Run 1, routing congestion:
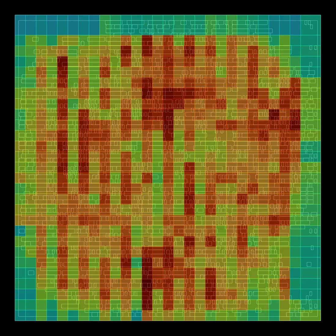
Run 1, signal wires by layer:
Drawn at 2 px/um. Only two layers are drawn.
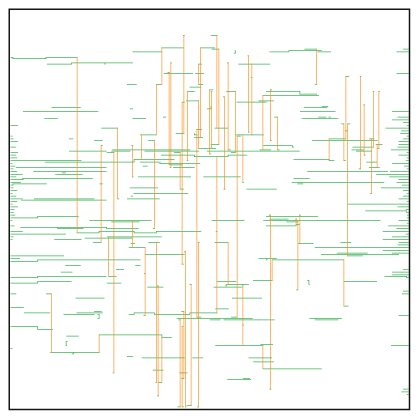
Run 1, M1 wires:
Drawn at 3 px/um. Supply wires on this layer in grey.
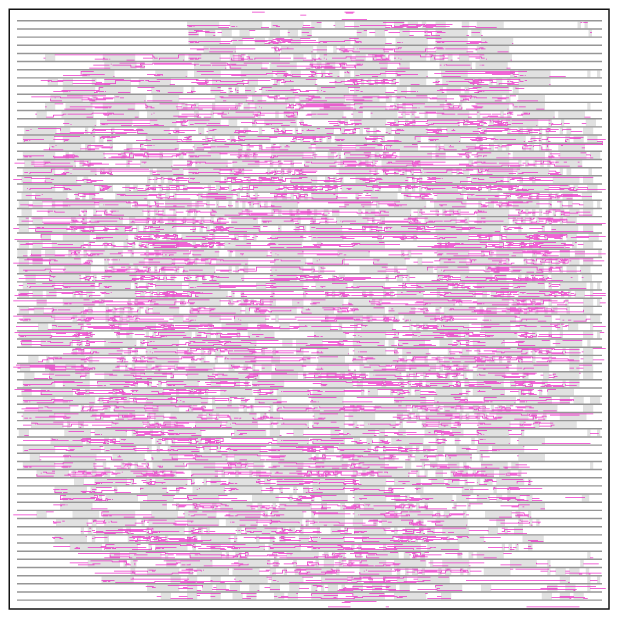
Run 1, the metal 4 layer:
Drawn at 2 px/um. Supply wires on this layer in grey.
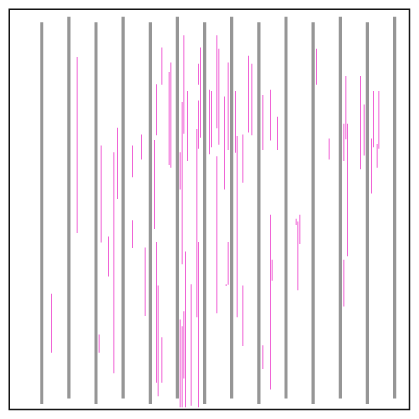
## src/rtl/strela_seq_pkg.sv

```systemverilog
// Shared types for the register-bus command sequencer: command opcodes,
// response error codes, FSM states, the queued command record and the
// default register-bus request/response structs.
package strela_seq_pkg;

    typedef enum logic [1:0] {
        OP_WRITE = 2'd0,
        OP_READ  = 2'd1,
        OP_POLL  = 2'd2
    } seq_op_e;

    typedef enum logic [1:0] {
        ERR_OK      = 2'd0,
        ERR_BUS     = 2'd1,
        ERR_TIMEOUT = 2'd2
    } seq_err_e;

    typedef enum logic [1:0] {
        ST_IDLE  = 2'd0,
        ST_ISSUE = 2'd1,
        ST_GAP   = 2'd2,
        ST_RESP  = 2'd3
    } seq_state_e;

    typedef struct packed {
        seq_op_e     op;
        logic [7:0]  addr;
        logic [31:0] wdata;
        logic [31:0] mask;
    } seq_cmd_t;

    typedef struct packed {
        logic [31:0] addr;
        logic        write;
        logic [31:0] wdata;
        logic [3:0]  wstrb;
        logic        valid;
    } seq_reg_req_t;

    typedef struct packed {
        logic [31:0] rdata;
        logic        error;
        logic        ready;
    } seq_reg_rsp_t;

    localparam logic [3:0] SEQ_WSTRB_ALL = 4'hF;

    // The reserved opcode behaves as a plain READ.
    function automatic seq_op_e decode_op(input logic [1:0] raw);
        case (raw)
            2'd0:    return OP_WRITE;
            2'd2:    return OP_POLL;
            default: return OP_READ;
        endcase
    endfunction

    function automatic logic poll_match(input logic [31:0] rdata,
                                        input logic [31:0] cmp,
                                        input logic [31:0] mask);
        return ((rdata & mask) == (cmp & mask));
    endfunction

endpackage

```

## src/rtl/strela_seq_cmd_fifo.sv

```systemverilog
// Synchronous command FIFO. Pointers wrap modulo DEPTH (power of two);
// a separate occupancy counter drives registered full/empty flags.
// A push while full is dropped even if a pop happens in the same cycle.
module strela_seq_cmd_fifo
    import strela_seq_pkg::*;
#(
    parameter int unsigned DEPTH = 4
) (
    input  logic                     clk_i,
    input  logic                     rst_ni,
    input  logic                     push_i,
    input  seq_cmd_t                 data_i,
    input  logic                     pop_i,
    output seq_cmd_t                 data_o,
    output logic                     full_o,
    output logic                     empty_o,
    output logic [$clog2(DEPTH):0]   count_o
);

    localparam int unsigned AW = $clog2(DEPTH);
    localparam logic [AW:0] DEPTH_C = (AW + 1)'(DEPTH);

    seq_cmd_t        mem [DEPTH];
    logic [AW-1:0]   wr_ptr_q;
    logic [AW-1:0]   rd_ptr_q;
    logic [AW:0]     count_q;
    logic [AW:0]     count_d;
    logic            full_q;
    logic            empty_q;
    logic            do_push;
    logic            do_pop;

    assign do_push = push_i && !full_q;
    assign do_pop  = pop_i && !empty_q;

    // Next occupancy from the accepted push/pop pair.
    always_comb begin
        count_d = count_q;
        case ({do_push, do_pop})
            2'b10:   count_d = count_q + 1'b1;
            2'b01:   count_d = count_q - 1'b1;
            default: count_d = count_q;
        endcase
    end

    // Storage is pure data and needs no reset.
    always_ff @(posedge clk_i) begin
        if (do_push) begin
            mem[wr_ptr_q] <= data_i;
        end
    end

    // Pointers, occupancy and registered full/empty flags.
    always_ff @(posedge clk_i or negedge rst_ni) begin
        if (!rst_ni) begin
            wr_ptr_q <= '0;
            rd_ptr_q <= '0;
            count_q  <= '0;
            full_q   <= 1'b0;
            empty_q  <= 1'b1;
        end else begin
            if (do_push) begin
                wr_ptr_q <= wr_ptr_q + 1'b1;
            end
            if (do_pop) begin
                rd_ptr_q <= rd_ptr_q + 1'b1;
            end
            count_q <= count_d;
            full_q  <= (count_d == DEPTH_C);
            empty_q <= (count_d == '0);
        end
    end

    assign data_o  = mem[rd_ptr_q];
    assign full_o  = full_q;
    assign empty_o = empty_q;
    assign count_o = count_q;

endmodule

```

## src/rtl/strela_reg_sequencer.sv

```systemverilog
// Register-bus initiator: executes queued WRITE/READ/POLL commands in order
// against a CSR responder and returns one response per command.
// Optional build macro STRELA_SEQ_TIMEOUT_EN adds a poll try counter that
// ends a non-matching POLL with a timeout response after POLL_MAX_TRIES reads;
// without it a POLL retries until it matches.
module strela_reg_sequencer
    import strela_seq_pkg::*;
#(
    parameter type         reg_req_t      = seq_reg_req_t,
    parameter type         reg_rsp_t      = seq_reg_rsp_t,
    parameter int unsigned CMD_DEPTH      = 4,
    parameter int unsigned POLL_GAP       = 4,
    parameter int unsigned POLL_MAX_TRIES = 1024
) (
    input  logic        clk_i,
    input  logic        rst_ni,
    input  logic        cmd_valid_i,
    output logic        cmd_ready_o,
    input  logic [1:0]  cmd_op_i,
    input  logic [7:0]  cmd_addr_i,
    input  logic [31:0] cmd_wdata_i,
    input  logic [31:0] cmd_mask_i,
    output logic        rsp_valid_o,
    input  logic        rsp_ready_i,
    output logic [31:0] rsp_rdata_o,
    output logic [1:0]  rsp_err_o,
    output logic        busy_o,
    output reg_req_t    reg_req_o,
    input  reg_rsp_t    reg_rsp_i
);

    if (CMD_DEPTH < 2 || (CMD_DEPTH & (CMD_DEPTH - 1)) != 0) begin : g_bad_depth
        $error("CMD_DEPTH must be a power of two and at least 2");
    end
    if (POLL_MAX_TRIES < 1) begin : g_bad_tries
        $error("POLL_MAX_TRIES must be at least 1");
    end

    // POLL_GAP of 0 still leaves one dead cycle between reads.
    localparam int unsigned     GAP_W      = (POLL_GAP > 1) ? $clog2(POLL_GAP + 1) : 1;
    localparam int unsigned     GAP_LOAD_I = (POLL_GAP > 0) ? POLL_GAP - 1 : 0;
    localparam logic [GAP_W-1:0] GAP_LOAD  = GAP_W'(GAP_LOAD_I);

    seq_state_e                   state_q;
    seq_cmd_t                     push_cmd;
    seq_cmd_t                     fifo_head;
    seq_cmd_t                     cur_q;
    logic                         fifo_pop;
    logic                         fifo_full;
    logic                         fifo_empty;
    logic [$clog2(CMD_DEPTH):0]   fifo_count;
    reg_req_t                     req_q;
    logic [GAP_W-1:0]             gap_cnt_q;
    logic                         rsp_valid_q;
    logic [31:0]                  rsp_rdata_q;
    seq_err_e                     rsp_err_q;
    logic                         xfer_done;
    logic                         poll_miss;
    logic                         poll_timeout;
    logic [31:0]                  resp_rdata_d;
    seq_err_e                     resp_err_d;

    function automatic reg_req_t make_req(input seq_cmd_t c);
        reg_req_t r;
        r       = '0;
        r.addr  = {24'b0, c.addr};
        r.write = (c.op == OP_WRITE);
        r.wdata = c.wdata;
        r.wstrb = SEQ_WSTRB_ALL;
        r.valid = 1'b1;
        return r;
    endfunction

    // Reserved opcode is folded into READ before it is queued.
    always_comb begin
        push_cmd       = '0;
        push_cmd.op    = decode_op(cmd_op_i);
        push_cmd.addr  = cmd_addr_i;
        push_cmd.wdata = cmd_wdata_i;
        push_cmd.mask  = cmd_mask_i;
    end

    strela_seq_cmd_fifo #(
        .DEPTH (CMD_DEPTH)
    ) u_cmd_fifo (
        .clk_i   (clk_i),
        .rst_ni  (rst_ni),
        .push_i  (cmd_valid_i),
        .data_i  (push_cmd),
        .pop_i   (fifo_pop),
        .data_o  (fifo_head),
        .full_o  (fifo_full),
        .empty_o (fifo_empty),
        .count_o (fifo_count)
    );

    assign fifo_pop  = (state_q == ST_IDLE) && !fifo_empty;
    assign xfer_done = (state_q == ST_ISSUE) && reg_rsp_i.ready;
    assign poll_miss = xfer_done && !reg_rsp_i.error && (cur_q.op == OP_POLL)
                       && !poll_match(reg_rsp_i.rdata, cur_q.wdata, cur_q.mask);

`ifdef STRELA_SEQ_TIMEOUT_EN
    localparam int unsigned      TRY_W    = $clog2(POLL_MAX_TRIES + 1);
    localparam logic [TRY_W-1:0] TRY_LAST = TRY_W'(POLL_MAX_TRIES - 1);

    logic [TRY_W-1:0] try_cnt_q;

    // Failed poll reads of the current command; restarts with each new command.
    always_ff @(posedge clk_i or negedge rst_ni) begin
        if (!rst_ni) begin
            try_cnt_q <= '0;
        end else if (fifo_pop) begin
            try_cnt_q <= '0;
        end else if (poll_miss) begin
            try_cnt_q <= try_cnt_q + 1'b1;
        end
    end

    assign poll_timeout = (try_cnt_q == TRY_LAST);
`else
    assign poll_timeout = 1'b0;
`endif

    // Response payload for the transfer completing this cycle.
    always_comb begin
        resp_rdata_d = (cur_q.op == OP_WRITE) ? 32'h0 : reg_rsp_i.rdata;
        if (reg_rsp_i.error) begin
            resp_err_d = ERR_BUS;
        end else if (poll_miss) begin
            resp_err_d = ERR_TIMEOUT;
        end else begin
            resp_err_d = ERR_OK;
        end
    end

    // Current command is captured as it leaves the FIFO.
    always_ff @(posedge clk_i) begin
        if (fifo_pop) begin
            cur_q <= fifo_head;
        end
    end

    // Sequencer FSM with registered bus request and response outputs.
    always_ff @(posedge clk_i or negedge rst_ni) begin
        if (!rst_ni) begin
            state_q     <= ST_IDLE;
            req_q       <= '0;
            gap_cnt_q   <= '0;
            rsp_valid_q <= 1'b0;
            rsp_rdata_q <= '0;
            rsp_err_q   <= ERR_OK;
        end else begin
            case (state_q)
                ST_IDLE: begin
                    if (fifo_pop) begin
                        req_q   <= make_req(fifo_head);
                        state_q <= ST_ISSUE;
                    end
                end
                ST_ISSUE: begin
                    if (xfer_done) begin
                        req_q <= '0;
                        if (poll_miss && !poll_timeout) begin
                            gap_cnt_q <= GAP_LOAD;
                            state_q   <= ST_GAP;
                        end else begin
                            rsp_valid_q <= 1'b1;
                            rsp_rdata_q <= resp_rdata_d;
                            rsp_err_q   <= resp_err_d;
                            state_q     <= ST_RESP;
                        end
                    end
                end
                ST_GAP: begin
                    if (gap_cnt_q == '0) begin
                        req_q   <= make_req(cur_q);
                        state_q <= ST_ISSUE;
                    end else begin
                        gap_cnt_q <= gap_cnt_q - 1'b1;
                    end
                end
                ST_RESP: begin
                    if (rsp_ready_i) begin
                        rsp_valid_q <= 1'b0;
                        state_q     <= ST_IDLE;
                    end
                end
                default: state_q <= ST_IDLE;
            endcase
        end
    end

    assign cmd_ready_o = !fifo_full;
    assign reg_req_o   = req_q;
    assign rsp_valid_o = rsp_valid_q;
    assign rsp_rdata_o = rsp_rdata_q;
    assign rsp_err_o   = rsp_err_q;
    assign busy_o      = (fifo_count != '0) || (state_q != ST_IDLE);

endmodule

```

## config.mk

```make
export PLATFORM = sky130hd
export DESIGN_NAME = strela_reg_sequencer
export DESIGN_NICKNAME = d
export VERILOG_FILES = /design/src/rtl/strela_seq_pkg.sv /design/src/rtl/strela_seq_cmd_fifo.sv /design/src/rtl/strela_reg_sequencer.sv
export SDC_FILE = /design/constraint.sdc
export NUM_CORES = 1
export LEC_CHECK = 0
export ABC_AREA = 1
export CAP_MARGIN = 20
export CELL_PAD_IN_SITES_DETAIL_PLACEMENT = 1
export CELL_PAD_IN_SITES_GLOBAL_PLACEMENT = 1
export CORE_MARGIN = 2
export CORE_UTILIZATION = 48
export CTS_CLUSTER_SIZE = 30
export DETAILED_ROUTE_END_ITERATION = 10
export MAX_ROUTING_LAYER = met4
export PLACE_DENSITY = 0.95
export SETUP_SLACK_MARGIN = 0.05
export SLEW_MARGIN = 20
export SYNTH_ARGS = -nofsm -noshare
export SYNTH_HDL_FRONTEND = slang
export SYNTH_SLANG_ARGS = --single-unit
```

## constraint.sdc

```tcl
create_clock -name clk_i -period 9.9 [get_ports clk_i]
set_input_delay 1.485 -clock clk_i [delete_from_list [all_inputs] [get_ports clk_i]]
set_output_delay 1.485 -clock clk_i [all_outputs]
set_load 0.03 [all_outputs]
```

==> results_dict.tcl, run 1 <==
# metrics dict for downstream scripts
set metrics [dict create \
    status "completed" \
    power_mw 7.64 \
    io_buffer_count 193 \
    vias_per_cell 5.65 \
    layout_worst_path_cycle_share_pct 44.7 \
    rsz0062_at_grt "no" \
    antenna_found_initial 6 \
    grt_pass1_vias 14100 \
    core_um2 37700 \
    clk_latency_ns 0.56 \
    ys_cells 1531 \
    post_cts_buffers 0 \
    synth-edff-count 370 \
    hpwl_um 35500 \
    critPathMaxFanout 38 \
    grt_pass1_wl_um 83200 \
    yosysSeqAreaShare_pct 72.9 \
    synth_top_cell_by_area "edfxtp_1" \
    cp-start-kind "input pin" \
    lay_top_count "edfxtp_1" \
    leakagePower_nw 8.20 \
    holdBufCountCts 0 \
    dr.pass1.iters 5 \
    dieArea_um2 39800 \
    fp_util_pct 48.7 \
    fmax_ghz 0.226 \
    h-tree-depth 2 \
    yosys_most_used_dff "edfxtp_1" \
    cp_data_arrival_time_ns 4.92 \
    power_density_nw_per_um2 345 \
    hold_viol 0 \
    syn2layout_area_growth_pct 20.8 \
    drcViolationCount 0 \
    overflow 0 \
    cts_buffers 48 \
    critical_path_class "in2reg" \
    yosysWarnings 0 \
    min_path_type "reg2reg" \
    maxCapViolCount 0 \
    common_cells "370 x edfxtp_1, 256 x nand2_1, 244 x nor2_1, 159 x o21ai_0, 89 x dfrtp_1" \
    fin_setup_tns_ns 0 \
    slew_violations 0 \
    end_kind "flop" \
    topCellsByArea "edfxtp_1 61%, dfrtp_1 12%, nand2_1 5.2%" \
    drive_gt1_share_pct 5.72 \
    fin_crit_ns 4.43 \
    ys_types 35 \
    fin_skew_ns 0.0155 \
    synth_top_cell_by_count "edfxtp_1" \
    synthDominantCellAreaShare_pct 60.6 \
    ctsResizeCount 0 \
    syn_avg_cell_area_um2 12.0 \
    cts-root-buf "clkbuf_16" \
    required_ns 10.39 \
    synth_flops 460 \
    io_pins 219 \
    ys_area_um2 18300 \
    cts.clk_slew.worst_paths_ns 0.06 \
    grt_max_degree 97 \
    worst_slew_pin_slew_ns 1.06 \
    synth_cells 1531 \
    slew_headroom_pct 29.1 \
    final_antenna_net_count 0 \
    drtIter0Drc 957 \
    dieHeight_um 199 \
    dieWidth_um 199 \
    cts_tree "built" \
    ir_drop_uv 187 \
    synth_area_um2 18300 \
    async_flop_share_pct 19.6 \
    clock_sinks 460 \
    num_rows 71 \
    clockBufferDepth 3 \
    gp_congestion 0.853 \
    lay_top_cells "370 x edfxtp_1, 256 x nand2_1, 237 x nor2_1" \
    nets 1835 \
    finalSetupViolations 0 \
    tool_warnings 34 \
]
Back to the opening pictures, 'routing congestion':
M1 GR Usage: 33.3%
M2 GR Usage: 50.7%
GRT busiest layer: met2
M3 GR Usage: 4.34%

Back to the opening pictures, 'signal wires by layer':
Key: orange = metal 4 [wire length 2590 um]; green = metal 3 [wire length 3300 um]
vias: 12800
WL final: 55900 um
WL/cell: 24.6 um
total track usage: 29.3%

Back to the opening pictures, 'M1 wires':
The layer carries 20.6 mm of wire. The longest straight run is 99.4 um. The layer holds 37% of the routed length. The wires run mostly horizontal. 1700 nets have wire on it.

Back to the opening pictures, 'the metal 4 layer':
The wires run mostly vertical. The longest straight run is 110 um.

==> run 1: worst max-delay path, cell delays in order <==
cell and delay (ns):
clkdlybuf4s50_1 0.46, inv_1 0.10, nand2_1 0.07, nand3_1 0.17, nand2_1 0.13, nor2_2 0.12
nand2_1 0.05, nor2_1 0.11, nand2_1 0.16, nand2_1 0.14, nand2_2 0.55, nor2_4 1.00
nand2_1 0.18, nand2_1 0.15
==> run 1: worst paths after layout <==
| kind | from | endpoint | slack, ns | cells past startpoint |
|---|---|---|---|---|
| worst max register to register | cur_q[35] | rsp_rdata_o[2] | 6.38 | 13 |
| worst min register to register | gap_cnt_q[1] | gap_cnt_q[1] | 0.48 | 2 |
| worst min-delay path | gap_cnt_q[1] | gap_cnt_q[1] | 0.48 | 2 |
| max in group asynchronous | rst_ni | u_cmd_fifo.rd_ptr_q[0] | 7.72 | 2 |
| worst max-delay path | reg_rsp_i[5] | rsp_rdata_o[2] | 5.47 | 14 |
| min in group asynchronous | rst_ni | reg_req_o[10] | 0.97 | 1 |
==> run 1: layer usage <==
| metal | share of wire, % | global-route usage [%] | wire length (um) | vias to the layer above |
|---|---|---|---|---|
| li1 | - | - | - | 5656 |
| met1 | 37 | 33.3 | 20600 | 6496 |
| met2 | 53 | 50.7 | 29400 | 514 |
| met3 | 5.9 | 4.34 | 3300 | 148 |
| met4 | 4.6 | 14.5 | 2590 | 0 |
| met5 | 0 | - | 0 | - |
==> run 1: stage by stage <==
stage | setup slack (ns) | hold slack (ns) | cells | utilization, % | cell area (um2)
after CTS | 5.50 | 0.483 | 2259 | 58.7 | 22100
after global routing | 5.25 | 0.511 | 2266 | 58.8 | 22100
after global placement | 5.23 | 0.456 | 2169 | 54.7 | 20600
final | 5.47 | 0.484 | 2268 | 58.8 | 22100
after detailed placement | 5.02 | 0.462 | 2170 | 54.7 | 20600
after floorplan | 4.33 | 0.442 | 1555 | - | 18400
==> run 1: report_power, final <==
part	internal (mW)	switching [mW]	total, mW
clock	0.998	0.734	1.73
sequential	2.77	0.366	3.13
combinational	0.841	1.93	2.77
total	4.60	3.03	7.64
==> run 1: registers in the layout, indices dropped and copies added (netlist names), 2 cells and up <==
| register | cells |
|---|---|
| cur_q | 74 |
| gap_cnt_q | 3 |
| reg_req_o | 42 |
| rsp_rdata_o | 32 |
| state_q | 2 |
| u_cmd_fifo.count_o | 3 |
| u_cmd_fifo.mem | 296 |
| u_cmd_fifo.rd_ptr_q | 2 |
| u_cmd_fifo.wr_ptr_q | 2 |
==> run 1: cell families (layout without fill, tap and decap cells) <==
logic type,after synthesis,after routing,share of synthesized area [%]
AND/OR/NAND/NOR,546,546,11.6
flip-flops,460,460,72.9
AND-OR/OR-AND,308,308,9.23
buffers and inverters,198,392,5.10
adder cells (fa/ha/maj),13,13,0.928
XOR/XNOR,5,5,0.239
other,1,33,0.0205
==> run 1: area by class of cell <==
class	instances	area (um2)
multi-input combinational	897	4170
sequential	460	13400
fill	3837	15500
clock buffer	69	1310
clock inverter	20	173
inverter	90	340
antenna	8	20.0
tap	511	639
timing repair buffer	213	2120
==> run 1 -> run 2 <==
CORE_UTILIZATION = 45   (was 48)
PLACE_DENSITY = 0.92   (was 0.95)
clock period = 4.12 ns   (was 9.9 ns; I/O delays follow)
==> results_dict.tcl, run 2 <==
# metrics dict for downstream scripts
set metrics [dict create \
    slew_headroom_pct 29.4 \
    syn2layout_area_growth_pct 20.9 \
    finalNonFillerCells 2283 \
    cts_tree "built" \
    grt_pass1_wl_um 82200 \
    min_path_type "in2async" \
    power_mw 18.3 \
    dieArea_um2 42400 \
    dr.pass1.iters 5 \
    final_antenna_net_count 0 \
    ctsResizeCount 0 \
    topCellsByArea "edfxtp_1 61%, dfrtp_1 12%, nand2_1 5.2%" \
    clk_latency_ns 0.59 \
    clock_sinks 460 \
    io_buffer_count 193 \
    dp.cells 2186 \
    path_cells "inv_1 -> ha_1 -> nand4_1 -> clkdlybuf4s50_1" \
    fin_setup_tns_ns 0 \
    drtIter0Drc 1039 \
    grt_max_degree 86 \
    clockBufferDepth 3 \
    hold_viol 0 \
    tool_warnings 35 \
    design_area_um2 22200 \
    lay_top_count "edfxtp_1" \
    rsz0062_at_grt "no" \
    ys_cells 1531 \
    grt_pass1_vias 13800 \
    critPathMaxFanout 4 \
    max_stage_delay_ns 0.71 \
    maxCapViolCount 0 \
    end_kind "output pin" \
    nets 1835 \
    ir_drop_uv 523 \
    status "completed" \
    yosysSeqAreaShare_pct 72.9 \
    synth-edff-count 370 \
    gp_congestion 0.796 \
    antenna_found_initial 7 \
    holdWs_ns 0.168 \
    dieHeight_um 206 \
    cts-root-buf "clkbuf_16" \
    drive_gt1_share_pct 6.35 \
    worst_slack_ns 1.20 \
    placed_area_um2 20700 \
    largest_register_ff_count 296 \
    yosysWarnings 0 \
    overflow 0 \
    power_density_nw_per_um2 826 \
    worst_slew_pin_slew_ns 1.06 \
    synth_cells 1531 \
    drcViolationCount 0 \
    synth_flops 460 \
    cp.depth 4 \
    layout_worst_path_cycle_share_pct 70.8 \
    worstPathBufferInverterCount 2 \
    cp_data_arrival_time_ns 2.30 \
    largest_register "u_cmd_fifo.mem" \
    num_rows 73 \
    synth_top_cell_by_count "edfxtp_1" \
    dieWidth_um 206 \
    finalSetupViolations 0 \
    fmax_ghz 0.343 \
    syn_avg_cell_area_um2 12.0 \
    cts_buffers 47 \
    common_cells "370 x edfxtp_1, 256 x nand2_1, 244 x nor2_1, 159 x o21ai_0, 89 x dfrtp_1" \
    pre_cts_ws_ns 0.887 \
    synth_top_cell_by_area "edfxtp_1" \
    cp-start-kind "flop" \
    cts.clk_slew.worst_paths_ns 0.06 \
    vias_per_cell 5.57 \
    leakagePower_nw 8.22 \
    lay_top_cells "370 x edfxtp_1, 256 x nand2_1, 237 x nor2_1" \
    cpLargestDelayFamily "buffers and inverters" \
    final_util_pct 55.4 \
    synth_area_um2 18300 \
    io_pins 219 \
    fp_util_pct 45.8 \
    fillers 4121 \
    post_cts_buffers 0 \
    hpwl_um 35200 \
    fin_skew_ns 0.0271 \
    ys_area_um2 18300 \
    yosys_most_used_dff "edfxtp_1" \
    h-tree-depth 2 \
    critical_path_class "reg2out" \
    synthDominantCellAreaShare_pct 60.6 \
    core_um2 40000 \
    slew_violations 0 \
    wl_per_cell_um 24.2 \
    rr_worst_depth 8 \
    required_ns 3.50 \
    ys_types 35 \
    async_flop_share_pct 19.6 \
    holdBufCountCts 0 \
    cp_slowest_cell "clkdlybuf4s50_1" \
    track_usage_pct 27.2 \
    fin_crit_ns 2.92 \
]
[run 2: cell types whose count changed in the layout (fill, tap and decap cells not counted), moves of 3 or more]
| cell | change |
|---|---|
| clkbuf_1 | -5 |
| clkbuf_8 | +3 |
| clkinv_1 | -5 |
| clkinv_2 | +7 |
[run 2: kinds of logic after synthesis]
kind of cell | after synthesis | synth area share, %
other | 1 | 0.0205
XOR/XNOR | 5 | 0.239
adder cells (fa/ha/maj) | 13 | 0.928
flip-flops | 460 | 72.9
AND-OR/OR-AND | 308 | 9.23
buffers and inverters | 198 | 5.10
AND/OR/NAND/NOR | 546 | 11.6
[run 2: final timing paths]
| check | from | to | slack (ns) |
|---|---|---|---|
| setup / recovery | state_q[0] | busy_o | 1.20 |
| hold reg to reg | rsp_rdata_o[7] | rsp_rdata_o[7] | 0.48 |
| hold / removal | rst_ni | reg_req_o[42] | 0.17 |
| setup reg to reg | state_q[0] | u_cmd_fifo.rd_ptr_q[1] | 1.39 |
| max in group asynchronous | rst_ni | reg_req_o[22] | 3.08 |
| min in group clk_i | rsp_rdata_o[7] | rsp_rdata_o[7] | 0.48 |
[run 2: area by class of cell]
type,count,area (um2),share of cell area (%)
Sequential cell,460,13400,60.3
Multi-Input combinational cell,897,4180,18.8
Timing Repair Buffer,214,2110,9.53
Clock buffer,66,1310,5.91
Tap cell,525,657,2.96
Inverter,90,340,1.54
Clock inverter,22,171,0.774
Antenna cell,9,22.5,0.102
[run 2: where the power goes]
group	leakage, nW	switching, mW	internal, mW
sequential	4.49	0.884	6.65
combinational	3.00	4.62	2.04
clock	0.733	1.76	2.35
[run 2: worst reg2reg max path: stages, from the launching register on]
cell	delay [ns]
dfrtp_1	0.43
inv_1	0.15
ha_1	0.27
inv_1	0.10
nor2_4	0.10
buf_4	0.65
buf_4	0.58
nand2_1	0.15
xor2_1	0.18
[run 2: per-layer routing]
metal | global-route usage (%) | vias to the layer above | part of all wire (%)
met4 | 11.6 | 0 | 3.5
met2 | 46.7 | 505 | 52
met5 | - | - | 0
li1 | - | 5656 | -
met1 | 32.2 | 6446 | 38
met3 | 3.91 | 118 | 6.1
Run 2, the metal 4 layer:
Drawn at 2 px/um. Supply wires on this layer in grey.
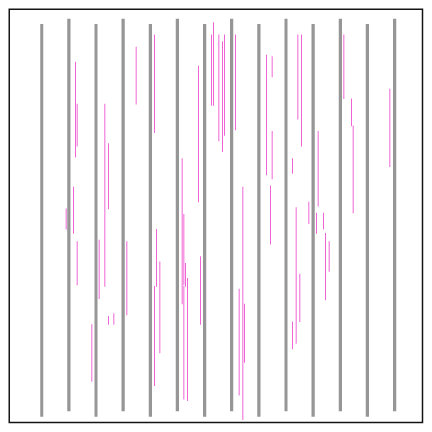
The layer carries 1950 um of wire. The wires run mostly vertical. The longest straight run is 116 um.

Run 2, register map, names as in the netlist:
Drawn at 2 px/um. Other sequential cells in the stronger grey, the rest of the logic in the fainter grey.
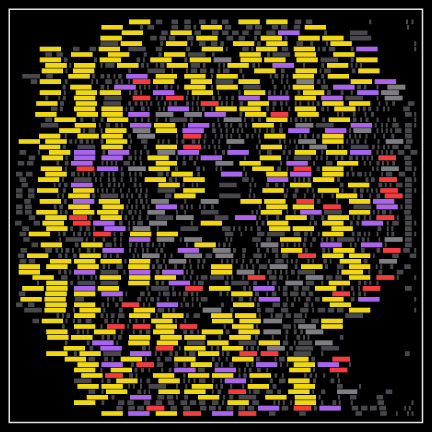
Key: red = reg_req_o [sequential cells 42, where all over the die]; purple = cur_q [sequential cells 74, where all over the die]; yellow = u_cmd_fifo.mem [sequential cells 296, where all over the die]
Another 48 sequential cells are not coloured.

Run 2, M1 wires:
Drawn at 3 px/um. Supply wires on this layer in grey.
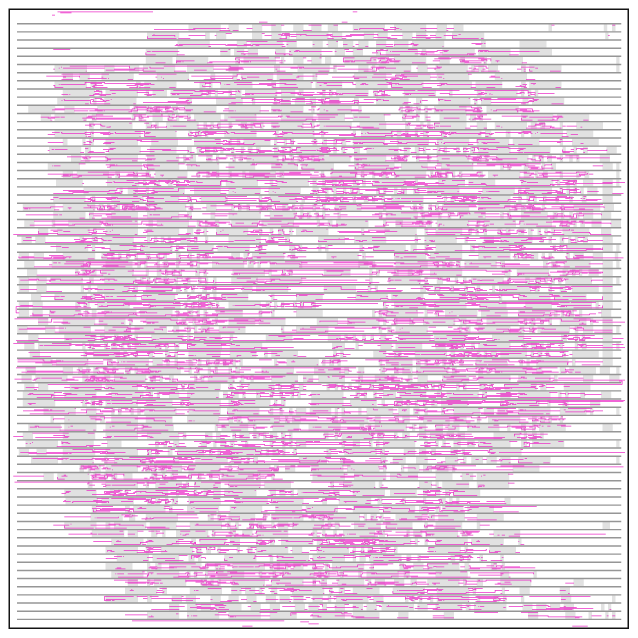
The wires run mostly horizontal. 1690 nets have wire on it. The longest straight run is 58.4 um. The layer carries 21.2 mm of wire. The layer holds 38% of the routed length.
WL final: 55200 um
vias: 12700
M1 GR Usage: 32.2%

==> run 2 -> run 3 <==
CORE_UTILIZATION = 41   (was 45)
PLACE_DENSITY = 0.89   (was 0.92)
clock period = 2.68 ns   (was 4.12 ns; I/O delays follow)
==> results_dict.tcl, run 3 <==
# metrics dict for downstream scripts
set metrics [dict create \
    status "completed" \
    track_usage_pct 24.5 \
    cts.clk_slew.worst_paths_ns 0.06 \
    lay_top_count "edfxtp_1" \
    grt_pass1_vias 13800 \
    dieWidth_um 215 \
    cts_buffers 47 \
    drtIter0Drc 1011 \
    drcViolationCount 0 \
    routed_wl_um 55200 \
    syn2layout_area_growth_pct 24.1 \
    cts-root-buf "clkbuf_16" \
    leakagePower_nw 8.45 \
    grt_pass1_wl_um 82800 \
    placed_area_um2 21100 \
    async_flop_share_pct 19.6 \
    synthDominantCellAreaShare_pct 60.6 \
    largest_register_ff_count 296 \
    dieArea_um2 46400 \
    gp_congestion 0.834 \
    final_antenna_net_count 0 \
    overflow 0 \
    common_cells "370 x edfxtp_1, 256 x nand2_1, 244 x nor2_1, 159 x o21ai_0, 89 x dfrtp_1" \
    hold_viol 0 \
    cp_data_arrival_time_ns 2.09 \
    syn_avg_cell_area_um2 12.0 \
    nets 1854 \
    topCellsByArea "edfxtp_1 61%, dfrtp_1 12%, nand2_1 5.2%" \
    ir_drop_uv 734 \
    dieHeight_um 215 \
    power_density_nw_per_um2 1280 \
    synth-edff-count 370 \
    io_buffer_count 193 \
    maxCapViolCount 0 \
    synth_area_um2 18300 \
    fin_crit_ns 2.49 \
    cp-start-kind "flop" \
    slew_headroom_pct 36.3 \
    largest_register "u_cmd_fifo.mem" \
    synth_flops 460 \
    layout_worst_path_cycle_share_pct 92.9 \
    yosysSeqAreaShare_pct 72.9 \
    lay_top_cells "370 x edfxtp_1, 256 x nand2_1, 237 x nor2_1" \
    required_ns 2.28 \
    clockBufferDepth 3 \
    ys_cells 1531 \
    grt_max_degree 151 \
    yosysWarnings 0 \
    num_rows 77 \
    drive_gt1_share_pct 7.76 \
    fillers 4523 \
    dr.pass1.iters 5 \
    clk_latency_ns 0.58 \
    synth_top_cell_by_count "edfxtp_1" \
    synth_top_cell_by_area "edfxtp_1" \
    route.vias.total 12700 \
    post_cts_buffers 0 \
    io_pins 219 \
    fin_setup_tns_ns 0 \
    ys_area_um2 18300 \
    slew_violations 0 \
    rsz0062_at_grt "no" \
    core_um2 44200 \
    end_kind "output pin" \
    finalSetupViolations 0 \
    fin_skew_ns 0.0234 \
    clock_sinks 460 \
    critical_path_class "reg2out" \
    yosys_most_used_dff "edfxtp_1" \
    tool_warnings 37 \
    design_area_um2 22800 \
    fmax_ghz 0.402 \
    ys_types 35 \
    hpwl_um 35700 \
    fp_util_pct 41.5 \
    cts_tree "built" \
    wl_per_cell_um 23.3 \
    worst_slew_pin_slew_ns 0.955 \
    synth_cells 1531 \
    min_path_type "in2async" \
    vias_per_cell 5.36 \
    h-tree-depth 2 \
    critPathMaxFanout 4 \
    antenna_found_initial 6 \
]
-- run 3: logic make-up after synthesis --
| group | Yosys count | synth area share (%) |
|---|---|---|
| simple gates | 546 | 11.6 |
| flops | 460 | 72.9 |
| fa+ha+maj | 13 | 0.928 |
| other cells | 1 | 0.0205 |
| xor+xnor | 5 | 0.239 |
| compound gates | 308 | 9.23 |
| buf+inv | 198 | 5.10 |
-- run 3: worst max-delay path: stages, from the launching register on --
cell             delay (ns)
dfrtp_1                0.42
inv_2                  0.10
ha_4                   0.19
nand4_1                0.10
clkdlybuf4s50_1        0.70
-- run 3: worst paths after layout --
path / startpoint / end / slack, ns / depth (start not counted)
max: state_q[0] / busy_o / 0.19 / 4
min reg2reg: rsp_valid_o / rsp_valid_o / 0.50 / 2
max in group asynchronous: rst_ni / u_cmd_fifo.empty_o / 1.54 / 3
min in group clk_i: cmd_wdata_i[15] / u_cmd_fifo.mem[2][47] / 0.45 / 1
min: rst_ni / u_cmd_fifo.full_o / 0.36 / 2
max reg2reg: state_q[1] / u_cmd_fifo.full_o / 0.44 / 12
-- run 3: area by class of cell --
class                           count  area (um2)  area share (%)
Timing Repair Buffer              233        2470            10.9
Clock inverter                     17         236            1.04
Multi-Input combinational cell    897        4190            18.4
Clock buffer                       69        1390            6.11
Sequential cell                   460       13400            58.8
Inverter                           90         340            1.50
Antenna cell                        6        15.0          0.0660
Tap cell                          592         741            3.26
-- run 3: what timing repair did --
item | 4_1_cts | 5_1_grt
gates resized | 0 | 0
hold buffers | 1 | 0
endpoints found under the hold margin | 31 | 0
-- run 3: power by group --
part | switching [mW] | internal (mW) | total (mW)
clock network | 2.74 | 4.17 | 6.91
registers | 1.15 | 10.2 | 11.4
logic | 7.37 | 3.54 | 10.9
-- run 3: per-layer routing --
layer / wire length, um / track usage, % / up-vias
met4: 1840 / 9.91 / 0
met1: 21500 / 28.4 / 6516
met2: 29100 / 42.9 / 384
met3: 2810 / 3.52 / 86
li1: - / - / 5693
met5: 0 / - / -
-- run 3: through the flow --
step	power, mW	instances	hold WS, ns	util (%)	setup WS [ns]
2_1_floorplan	17.6	1555	0.106	-	-0.540
4_1_cts	29.4	2358	0.358	51.4	0.155
6_report	29.2	2364	0.365	51.5	0.191
5_1_grt	30.6	2364	0.401	51.5	0.132
3_3_place_gp	21.6	2271	0.407	47.7	0.195
3_5_place_dp	22.3	2271	0.409	47.7	0.0787
Run 3, M1 wires:
Drawn at 3 px/um. Supply wires on this layer in grey.
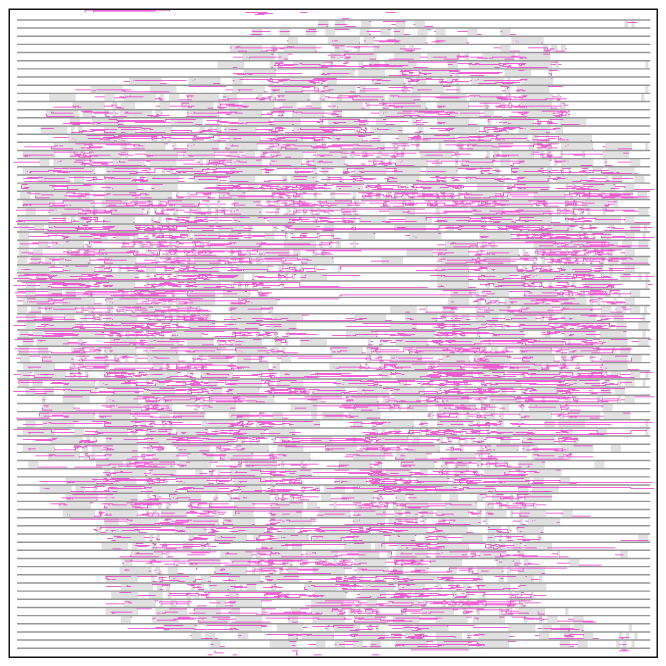
The wires run mostly horizontal. The longest straight run is 64.9 um. 1717 nets have wire on it. The layer holds 39% of the routed length. The layer carries 21.5 mm of wire.

Run 3, register map, names as in the netlist:
Drawn at 2 px/um. Other sequential cells in the stronger grey, the rest of the logic in the fainter grey.
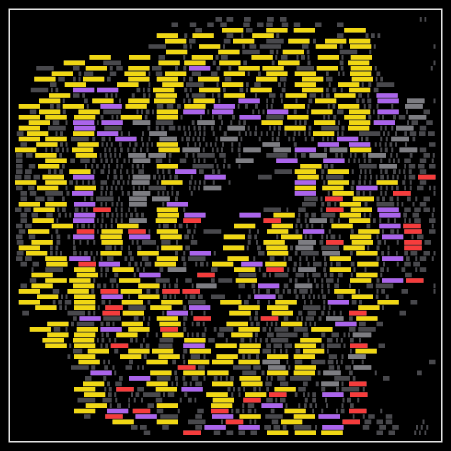
Key: purple = cur_q [sequential cells 74, where all over the die]; yellow = u_cmd_fifo.mem [sequential cells 296, where all over the die]; red = reg_req_o [sequential cells 42]
Another 48 sequential cells are not coloured.
sequential power: 11.4 mW
sequential cell area share: 58.8%

Run 3, the metal 4 layer:
Drawn at 2 px/um. Supply wires on this layer in grey.
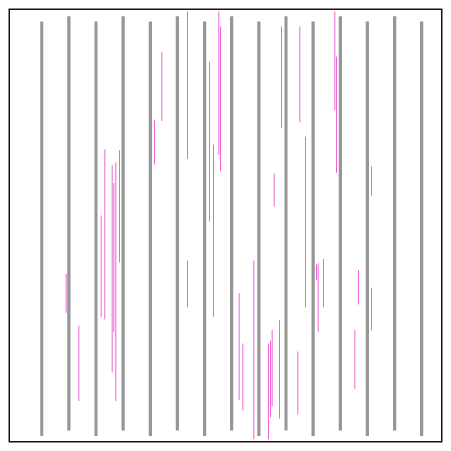
The longest straight run is 119 um. The wires run mostly vertical. The layer carries 1840 um of wire. The layer holds 3.3% of the routed length. 28 nets have wire on it.

Power figures rest on the tool's default switching activity, not on a simulated workload.
